===== config.mk =====
export PLATFORM = sky130hd
export DESIGN_NAME = mem_port_arbiter
export DESIGN_NICKNAME = d
export VERILOG_FILES = /design/src/rtl/mem_port_arbiter_pkg.sv /design/src/rtl/mem_port_arbiter.sv
export SDC_FILE = /design/constraint.sdc
export NUM_CORES = 1
export LEC_CHECK = 0
export CORE_ASPECT_RATIO = 0.6
export CORE_MARGIN = 5
export CORE_UTILIZATION = 36
export CTS_CLUSTER_DIAMETER = 200
export DETAILED_ROUTE_END_ITERATION = 12
export PLACE_DENSITY_LB_ADDON = 0.1
export RECOVER_POWER = 50
export SLEW_MARGIN = 15
export SYNTH_ARGS = -nofsm -noshare
export SYNTH_HDL_FRONTEND = slang
export SYNTH_SLANG_ARGS = --single-unit

===== constraint.sdc =====
create_clock -name clk -period 2.2 [get_ports clk]
set_clock_uncertainty 0.2 [all_clocks]
set_input_delay 0.44 -clock clk [delete_from_list [all_inputs] [get_ports clk]]
set_output_delay 0.44 -clock clk [all_outputs]
set_load 0.01 [all_outputs]

===== src/rtl/mem_port_arbiter_pkg.sv =====
// Shared types for the CPU-side memory port arbiter: the machine word,
// the arbiter state encoding and the latched physical-memory request record.
package rv32i_types;
  typedef logic [31:0] rv32i_word;
endpackage

package arb_types;
  import rv32i_types::*;

  typedef enum logic [1:0] {
    IDLE = 2'd0,
    INST = 2'd1,
    DATA = 2'd2
  } arb_state_t;

  typedef struct packed {
    logic       read;
    logic       write;
    logic [3:0] mbe;
    rv32i_word  addr;
    rv32i_word  wdata;
  } pmem_req_t;

  localparam logic [3:0] MBE_FULL = 4'hF;
endpackage


===== src/rtl/mem_port_arbiter.sv =====
// Merges the CPU fetch and load/store ports onto one physical memory port:
// data-first, with a bounded fetch-starvation streak and a sticky watchdog.
//   state | meaning
//   IDLE  | nothing in flight; grant decision made every cycle
//   INST  | fetch on pmem, waiting for pmem_resp
//   DATA  | load/store on pmem, waiting for pmem_resp
module mem_port_arbiter
  import rv32i_types::*;
  import arb_types::*;
#(
  parameter int unsigned DATA_STREAK_MAX = 4,
  parameter int unsigned TIMEOUT_CYCLES  = 256
) (
  input  logic       clk,
  input  logic       rst,
  input  logic       inst_read,
  input  rv32i_word  inst_addr,
  output logic       inst_resp,
  output rv32i_word  inst_rdata,
  input  logic       data_read,
  input  logic       data_write,
  input  logic [3:0] data_mbe,
  input  rv32i_word  data_addr,
  input  rv32i_word  data_wdata,
  output logic       data_resp,
  output rv32i_word  data_rdata,
  output logic       pmem_read,
  output logic       pmem_write,
  output logic [3:0] pmem_mbe,
  output rv32i_word  pmem_addr,
  output rv32i_word  pmem_wdata,
  input  logic       pmem_resp,
  input  rv32i_word  pmem_rdata,
  output logic       timeout_err
);
  localparam int unsigned SW = $clog2(DATA_STREAK_MAX + 1);
  localparam int unsigned WW = (TIMEOUT_CYCLES < 2) ? 1 : $clog2(TIMEOUT_CYCLES);
  localparam logic [SW-1:0] STREAK_MAX = SW'(DATA_STREAK_MAX);
  localparam logic [WW-1:0] WD_LAST = WW'((TIMEOUT_CYCLES == 0) ? 0 : TIMEOUT_CYCLES - 1);
  localparam bit WD_EN = (TIMEOUT_CYCLES != 0);

  arb_state_t    state_q, state_d;
  pmem_req_t     req_q, req_d;
  logic [SW-1:0] streak_q, streak_d;
  logic [WW-1:0] wd_q, wd_d;
  logic          err_q;
  logic          busy, data_pend, wd_hit;

  always_comb begin
    state_d    = state_q;
    req_d      = req_q;
    streak_d   = streak_q;
    wd_d       = '0;
    inst_resp  = 1'b0;
    data_resp  = 1'b0;
    inst_rdata = '0;
    data_rdata = '0;
    busy       = (state_q != IDLE);
    data_pend  = data_read | data_write;
    // wd_q holds completed busy cycles, so the last allowed one is flagged live
    wd_hit     = WD_EN && busy && !pmem_resp && (wd_q == WD_LAST);
    unique case (state_q)
      IDLE: begin
        if (data_pend && !(inst_read && streak_q == STREAK_MAX)) begin
          state_d = DATA;
          req_d   = '{read: data_read & ~data_write, write: data_write,
                      mbe: data_mbe, addr: data_addr, wdata: data_wdata};
          if (inst_read) streak_d = streak_q + 1'b1;
        end else if (inst_read) begin
          state_d  = INST;
          req_d    = '{read: 1'b1, write: 1'b0, mbe: MBE_FULL, addr: inst_addr, wdata: '0};
          streak_d = '0;
        end
      end
      INST, DATA: begin
        if (pmem_resp) begin
          state_d     = IDLE;
          req_d.read  = 1'b0;
          req_d.write = 1'b0;
          if (state_q == INST) begin
            inst_resp  = 1'b1;
            inst_rdata = pmem_rdata;
          end else begin
            data_resp  = 1'b1;
            data_rdata = pmem_rdata;
          end
        end else begin
          wd_d = (wd_q == WD_LAST) ? wd_q : wd_q + 1'b1;
        end
      end
      default: state_d = IDLE;
    endcase
  end

  always_ff @(posedge clk or negedge rst) begin
    if (!rst) begin
      state_q  <= IDLE;
      req_q    <= '0;
      streak_q <= '0;
      wd_q     <= '0;
      err_q    <= 1'b0;
    end else begin
      state_q  <= state_d;
      req_q    <= req_d;
      streak_q <= streak_d;
      wd_q     <= wd_d;
      err_q    <= err_q | wd_hit;
    end
  end

  assign pmem_read   = req_q.read;
  assign pmem_write  = req_q.write;
  assign pmem_mbe    = req_q.mbe;
  assign pmem_addr   = req_q.addr;
  assign pmem_wdata  = req_q.wdata;
  assign timeout_err = err_q | wd_hit;
endmodule


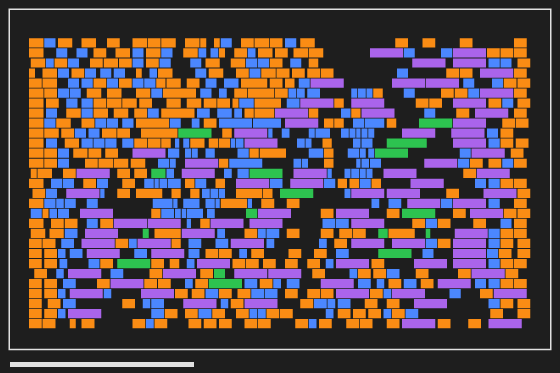
**Above:** run 1 (cell classes on the final placement).
Bar = 50 um.
purple -> sequential cells  # cells 84
orange -> remaining buffers and delay cells  # cells 320
green -> clock drivers and dummy loads  # cells 16
blue -> combinational and other logic  # cells 244

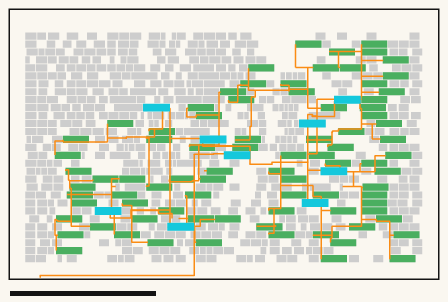
**Above:** run 1 (routed clock nets over the placement).
Bar = 50 um.
orange -> clock wires  # length 1,050 um
cyan -> clock drivers  # count 9
green -> flip-flops  # count 84
routed clock nets = 10
clock distribution power: 1.52 mW
Skew-Pair Late Insertion Delay: 0.34 ns

==> summary.txt, run 1 <==
The synthesis and PnR run went through. The final timing report lists a hold violation count of 0. The die covers 13,460 um2. Transition at the pin with the smallest max-transition slack landed at 0.8798 ns. The library cells used most frequently in the layout, excluding fill and tap cells, are 206 x clkdlybuf4s50_1, 84 x dfrtp_1, 58 x buf_6, 56 x and2_4, 35 x a22o_1. Fraction of final layout cells sized beyond drive strength 1 landed at 29.82%. After layout, the minimum clock period comes to 2.390 ns. Number of buffers inserted by post-CTS setup repair landed at 6.

The flow ran to the end, but the final reports show violations. The commonest register cell is dfrtp_1. The first global-routing pass estimated 25.07 mm of wire. The largest individual stage delay along the critical path comes from the cell dfrtp_1. Once the floorplan was initialized, standard cells occupied 37.47% of the core.

Per the log, the first TritonRoute iteration ended with a DRC count of 219. Core area landed at 10,740 um2. Largest driver fanout on the critical path landed at 8. Cts-stage hold buffer count landed at 1. For this run, the final setup violation count is recorded as 65. Area of placed instances landed at 7122 um2.

In this run the top signal layer used is met4. For reference, the final report shows the max-slew violation count at 0. The worst-case IR drop observed on VDD is 0.5709 mV.

Per the post-synthesis report, the number of cells in the design is 358. The count of cells in the finished layout, fillers not included, comes to 803. Post-cts sizing count landed at 300. The synth_stat.txt file lists the number of cells as 358. The detailed placer reported the number of placed instances as 774.

Per the OpenROAD power report, leakage power amounts to 3.600 nW. Post-layout worst setup margin landed at -0.1903 ns. Overall power consumption after layout is estimated at 9.598 mW. Arrival time reported for the critical path endpoint landed at 1.75 ns. The tightest hold path in the finished design has a slack of 0.2617 ns.

STA classifies the critical path endpoint as an output port. Post-synthesis sequential area ratio landed at 52.24%. The checks that failed: setup timing. Row count landed at 29. Number of flip-flops and latches in the synthesized netlist landed at 84. The endpoint of the worst hold path is reported as err_q. According to the floorplan report, the die width is 146.5 um. Final layout net count landed at 802.
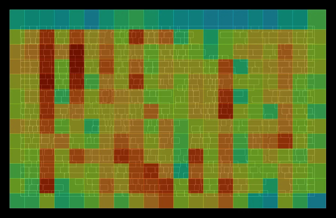
**Above:** run 1 (congestion heat map).
met3 Resource Use GR: 8.621%
post-layout util: 73.16%
met1 track demand over resource in global routing: 30.02%
final routed wire length divided by cell count: 20.51 um

## run 1: synth_stat cells (all sizes together), types with 6 or more instances
master  instances
dfrtp          84
a221o          32
nand2           7
and3           35
a22o           35
nor3            6
inv             6
and2           68
clkbuf         14
buf            16
## run 1: metrics by stage
step | setup TNS, ns | worst slack (ns)
after floorplan | 0 | 0.09174
after global placement | -30.29 | -0.4882
after detailed placement | -30.99 | -0.5065
after CTS | -10.15 | -0.2232
after global routing | -14.56 | -0.2584
final | -9.728 | -0.1903
## run 1: final cells by class
cell class / count / area (um2) / share of cell area (%)
multi-input combinational: 238 / 1949 / 24.81
inverter: 6 / 22.52 / 0.2866
timing repair buffer: 320 / 3309 / 42.12
tap: 139 / 173.9 / 2.213
clock buffer: 10 / 229.0 / 2.914
sequential: 84 / 2102 / 26.75
clock inverter: 6 / 71.32 / 0.9076
## run 1: kinds of logic (layout without fill, tap and decap cells)
| logic type | Yosys count | count (layout) | synth area share (%) |
|---|---|---|---|
| DFF | 84 | 84 | 52.24 |
| and+or+nand+nor | 138 | 138 | 21.05 |
| AOI/OAI and AO/OA | 95 | 95 | 20.46 |
| buffers and inverters | 36 | 342 | 4.695 |
| adders and majority gates | 5 | 5 | 1.555 |
## run 1: critical path: cells and delay by family, from the launching register on
family / cells / cell delay [ns]
buf+inv: 4 / 0.43
flops: 1 / 0.36
fa+ha+maj: 1 / 0.29
simple gates: 3 / 0.33
## run 1: registers in the layout (all words and copies together), names as in the netlist
signal      cells
pmem_addr      32
pmem_wdata     32
wd_q            8
pmem_mbe        4
streak_q        3
state_q         2
err_q           1
pmem_read       1
pmem_write      1
## run 1: report_power, final
| part | internal, mW | switching [mW] |
|---|---|---|
| clock | 0.894 | 0.625 |
| sequential | 2.22 | 0.376 |
| combinational | 3.17 | 2.31 |
| total | 6.29 | 3.31 |
==> inputs of run 2 (changes only) <==
--- a/config.mk
+++ b/config.mk
@@ -5,6 +5,7 @@
 export SDC_FILE = /design/constraint.sdc
 export NUM_CORES = 1
 export LEC_CHECK = 0
+export ABC_AREA = 1
 export CORE_ASPECT_RATIO = 0.6
 export CORE_MARGIN = 5
 export CORE_UTILIZATION = 36
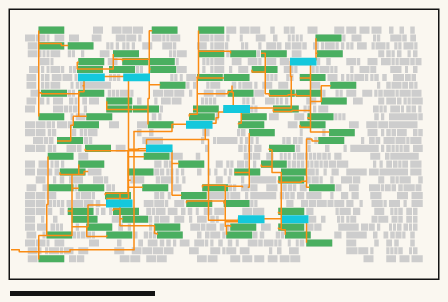
**Above:** run 2 (routed clock nets over the placement).
Bar = 50 um.
orange -> clock wires  # length 1,110 um
cyan -> clock drivers  # count 9
green -> flip-flops  # count 84
routed clock nets = 10
clock distribution power: 1.53 mW
Skew-Pair Late Insertion Delay: 0.33 ns
clock share of power: 17.9%

==> summary.txt, run 2 <==
The synthesis and PnR run went through. The final report lists a non-filler cell total of 998. The flow ran to the end, but the final reports show violations. In the layout the commonest cells are 205 x clkdlybuf4s50_1, 188 x nand2_1, 84 x dfrtp_1, 76 x nand3_1, 56 x buf_2.

On the critical path the largest part of the delay comes from buffers and inverters. Endpoints failing hold in the final report were tallied at 0. Counting instances in the post-synthesis netlist gives the leading cell types as 189 x nand2_1, 88 x nor2_1, 84 x dfrtp_1, 76 x nand3_1, 53 x inv_1. After floorplanning, the core was divided into 30 placement rows. Once routing completed, OpenROAD measured the worst setup slack at -0.2041 ns. The final power report lists total power as 8.549 mW. For this block, the initial DRC count from the detailed router was 217. The number of cells reported by Yosys stat comes to 546. nand2_1 is the most common cell in the netlist.

Gate count of the mapped netlist landed at 546. Share of synthesized cell area in and-or and or-and compound cells landed at 2.352%. Post-synthesis simple-gate area fraction landed at 35.52%. Fraction of synthesized cell area in xor and xnor cells landed at 0.2138%. Transition at the pin with the smallest max-transition slack landed at 1.176 ns.

In this run the standard cell core region covers 11,220 um2. The worst setup path is captured at an output port. Number of buffers inserted by post-CTS setup repair landed at 14. The data arrival time reported for the critical path is 1.76 ns.

The timing report shows that the slowest cell on the worst path is dfrtp_1. Reported leakage power landed at 3.816 nW. Per the final report, max-transition violations number 0. The checks that failed: setup timing.

Met3 track utilization from global routing landed at 9.438%. Synthesized-area fraction occupied by adder cells landed at 1.527%. Post-synthesis sequential area ratio landed at 51.31%. The number of buffers and inverters on the critical path is 6. The final report lists the setup-violating endpoint count as 64. Share of the core filled with cells landed at 67.57%. The layout summary lists the proportion of cells stronger than drive strength 1 as 20.42%. Buffers inserted to repair hold after CTS numbered 1.
-- run 2: final timing paths --
path                                 from        endpoint  slack (ns)  cells past startpoint
hold reg to reg            pmem_wdata[24]  pmem_wdata[24]        0.28                      2
min in group asynchronous             rst   pmem_wdata[5]        0.77                      3
max in group asynchronous             rst         wd_q[0]        0.24                      3
setup reg to reg              streak_q[0]   pmem_addr[23]        0.27                      8
setup / recovery               state_q[1]  data_rdata[23]       -0.20                      9
hold / removal             pmem_wdata[24]  pmem_wdata[24]        0.28                      2
-- run 2: where the power goes --
part           switching, mW  internal [mW]
combinational           2.24           2.21
clock                  0.594          0.933
sequential             0.365           2.21
total                   3.20           5.35
-- run 2: worst register-to-register path: cells and delay by family, from the launching register on --
family / cells / cell delay [ns]
buffers and inverters: 2 / 0.49
adders and majority gates: 1 / 0.20
and+or+nand+nor: 5 / 0.65
DFF: 1 / 0.35
-- run 2: cell type report --
class,count,area [um2]
Fill cell,907,3640
Clock buffer,11,252.7
Sequential cell,84,2102
Antenna cell,2,5.005
Clock inverter,4,48.80
Timing Repair Buffer,317,2957
Inverter,55,209.0
Multi-Input combinational cell,381,1829
Tap cell,144,180.2
-- run 2: kinds of logic after synthesis --
kind of cell	Yosys count
buffers and inverters	81
and+or+nand+nor	358
DFF	84
AOI/OAI and AO/OA	17
xor gates and xnor gates	1
adders and majority gates	5
-- run 2: stage by stage --
stage / setup WS, ns / hold slack [ns]
global placement: -0.4544 / 0.2616
detailed placement: -0.4945 / 0.2645
floorplan: 0.1158 / -0.05559
CTS: -0.1572 / 0.2814
global route: -0.2763 / 0.3050
finish: -0.2041 / 0.2777
-- run 2: per-layer routing --
metal / vias to the layer above / wire [um]
li1: 2280 / -
met1: 2171 / 5839
met2: 214 / 8034
met3: 34 / 1687
met4: 0 / 461
met5: - / 0
==> inputs of run 3 (changes only) <==
--- a/config.mk
+++ b/config.mk
@@ -17,3 +17,4 @@
 export SYNTH_ARGS = -nofsm -noshare
 export SYNTH_HDL_FRONTEND = slang
 export SYNTH_SLANG_ARGS = --single-unit
+export TNS_END_PERCENT = 5
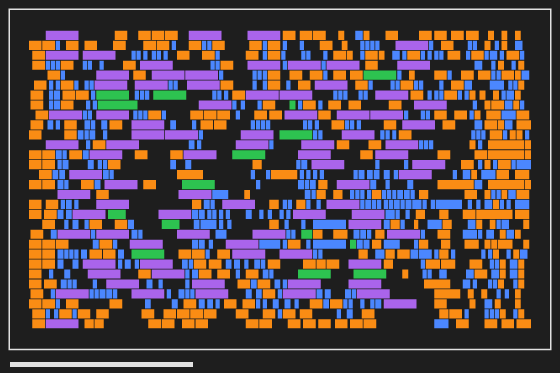
**Above:** run 3 (cell classes on the final placement).
Bar = 50 um.
blue -> combinational and other logic  # cells 436
green -> clock drivers and dummy loads  # cells 15
orange -> remaining buffers and delay cells  # cells 314
purple -> sequential cells  # cells 84
share of cell area taken by flip-flops and latches: 28.04%
total core area: 11,220 um2
post-route cell area: 7496 um2
post-layout util: 66.79%
FP Rows: 30

==> summary.txt, run 3 <==
The synthesis and PnR run went through. Peak ir drop on the vdd network landed at 0.7362 mV. The first global-routing pass estimated 24.73 mm of wire. The final reports fail on setup timing. STA classifies the critical path endpoint as an output port. Per the OpenROAD floorplan log, the width of the die is 147.7 um. Largest driver fanout on the critical path landed at 8. Transition at the pin with the smallest max-transition slack landed at 1.180 ns. After synthesis, the design contains 546 cells according to Yosys. Max-slew violation count landed at 0. Final cell count without fillers landed at 995. Counting every instance in the synthesized netlist gives 546. Placed instance count landed at 963. The clock reaches the later pin of the worst-skew pair after 0.33 ns. The final report lists the setup-violating endpoint count as 67. Buffers inserted to repair hold after CTS numbered 1. Post-CTS timing repair inserted 10 buffers for setup. Detailed placement reports a standard cell area of 7139 um2. Sorting the synthesis cell report by count puts at the top nand2_1. Yosys mapped a number of flops with a built-in enable equal to 0.

Number of cell instances on the worst register-to-register path landed at 8. In the final layout, the multi-input gates occupy 1789 um2. Hold timing on the final database bottoms out at a slack of 0.2777 ns. Per STA, the worst path accumulates the most delay in the family buffers and inverters.

Fraction of final layout cells sized beyond drive strength 1 landed at 19.43%. The run finished, with violations left. By count the netlist is led by 189 x nand2_1, 88 x nor2_1, 84 x dfrtp_1, 76 x nand3_1, 53 x inv_1.

For this design, the slowest cell found on the critical path is dfrtp_1. All stages included, the depth of the critical timing path comes to 8. Per the post-route antenna check, the number of violating nets is 0. Register area landed at 2102 um2.

The first routing iteration left 281 violations. The chip occupies 13,680 um2. Final layout net count landed at 988. The final power report lists total power as 8.551 mW. Counting flops and latches in the post-synthesis netlist gives 84. Post-layout worst setup margin landed at -0.1810 ns. Along the worst hold path, the cell count comes to 2.

Ranking logic cells in the layout by count gives the top entries 205 x clkdlybuf4s50_1, 189 x nand2_1, 84 x dfrtp_1, 76 x nand3_1, 60 x buf_2. Once the clock tree was built, the resizer swapped 310 gates to a different size. In the synthesized netlist the dominant register cell turns out to be dfrtp_1. Counting I/O delays and the setup requirement, the final critical path takes 2.381 ns. Post-synthesis sequential area ratio landed at 51.31%. Final-layout setup total negative slack landed at -9.558 ns.
## run 3: cell count changes in the layout (fill, tap and decap cells not counted), sizes merged
cell | previous run | this run
buf | 106 | 103
## run 3: cell type report
class,count,share of cell area [%]
Tap cell,144,2.404
Clock inverter,4,0.6510
Multi-Input combinational cell,381,23.87
Clock buffer,11,3.372
Antenna cell,2,0.06677
Inverter,55,2.788
Sequential cell,84,28.04
Timing Repair Buffer,314,38.81
## run 3: cell families after synthesis
group	after synthesis	share of synthesized area, %
buffers and inverters	81	9.071
adder cells (fa/ha/maj)	5	1.527
flip-flops	84	51.31
XOR/XNOR	1	0.2138
AND/OR/NAND/NOR	358	35.52
AND-OR/OR-AND	17	2.352
## run 3: power breakdown
group	switching (mW)	internal, mW
combinational	2.23	2.21
sequential	0.363	2.21
clock	0.596	0.933
## run 3: path summary, 6_finish.rpt
| path | slack (ns) | startpoint | end |
|---|---|---|---|
| worst min-delay path | 0.28 | pmem_wdata[24] | pmem_wdata[24] |
| min in group asynchronous | 0.76 | rst | pmem_wdata[5] |
| worst max-delay path | -0.18 | state_q[0] | data_rdata[23] |
| worst min register to register | 0.28 | pmem_wdata[24] | pmem_wdata[24] |
| worst max register to register | 0.27 | streak_q[0] | pmem_addr[23] |
| max in group asynchronous | 0.23 | rst | wd_q[0] |
## run 3: per-layer routing
| metal | GRT usage [%] | up-vias | share of wire [%] |
|---|---|---|---|
| li1 | - | 2272 | - |
| met2 | 39.65 | 193 | 50 |
| met5 | 0 | - | 0 |
| met4 | 9.302 | 0 | 2.8 |
| met1 | 24.96 | 2162 | 37 |
| met3 | 9.389 | 29 | 10 |
Power is estimated from default activity; no workload was simulated.
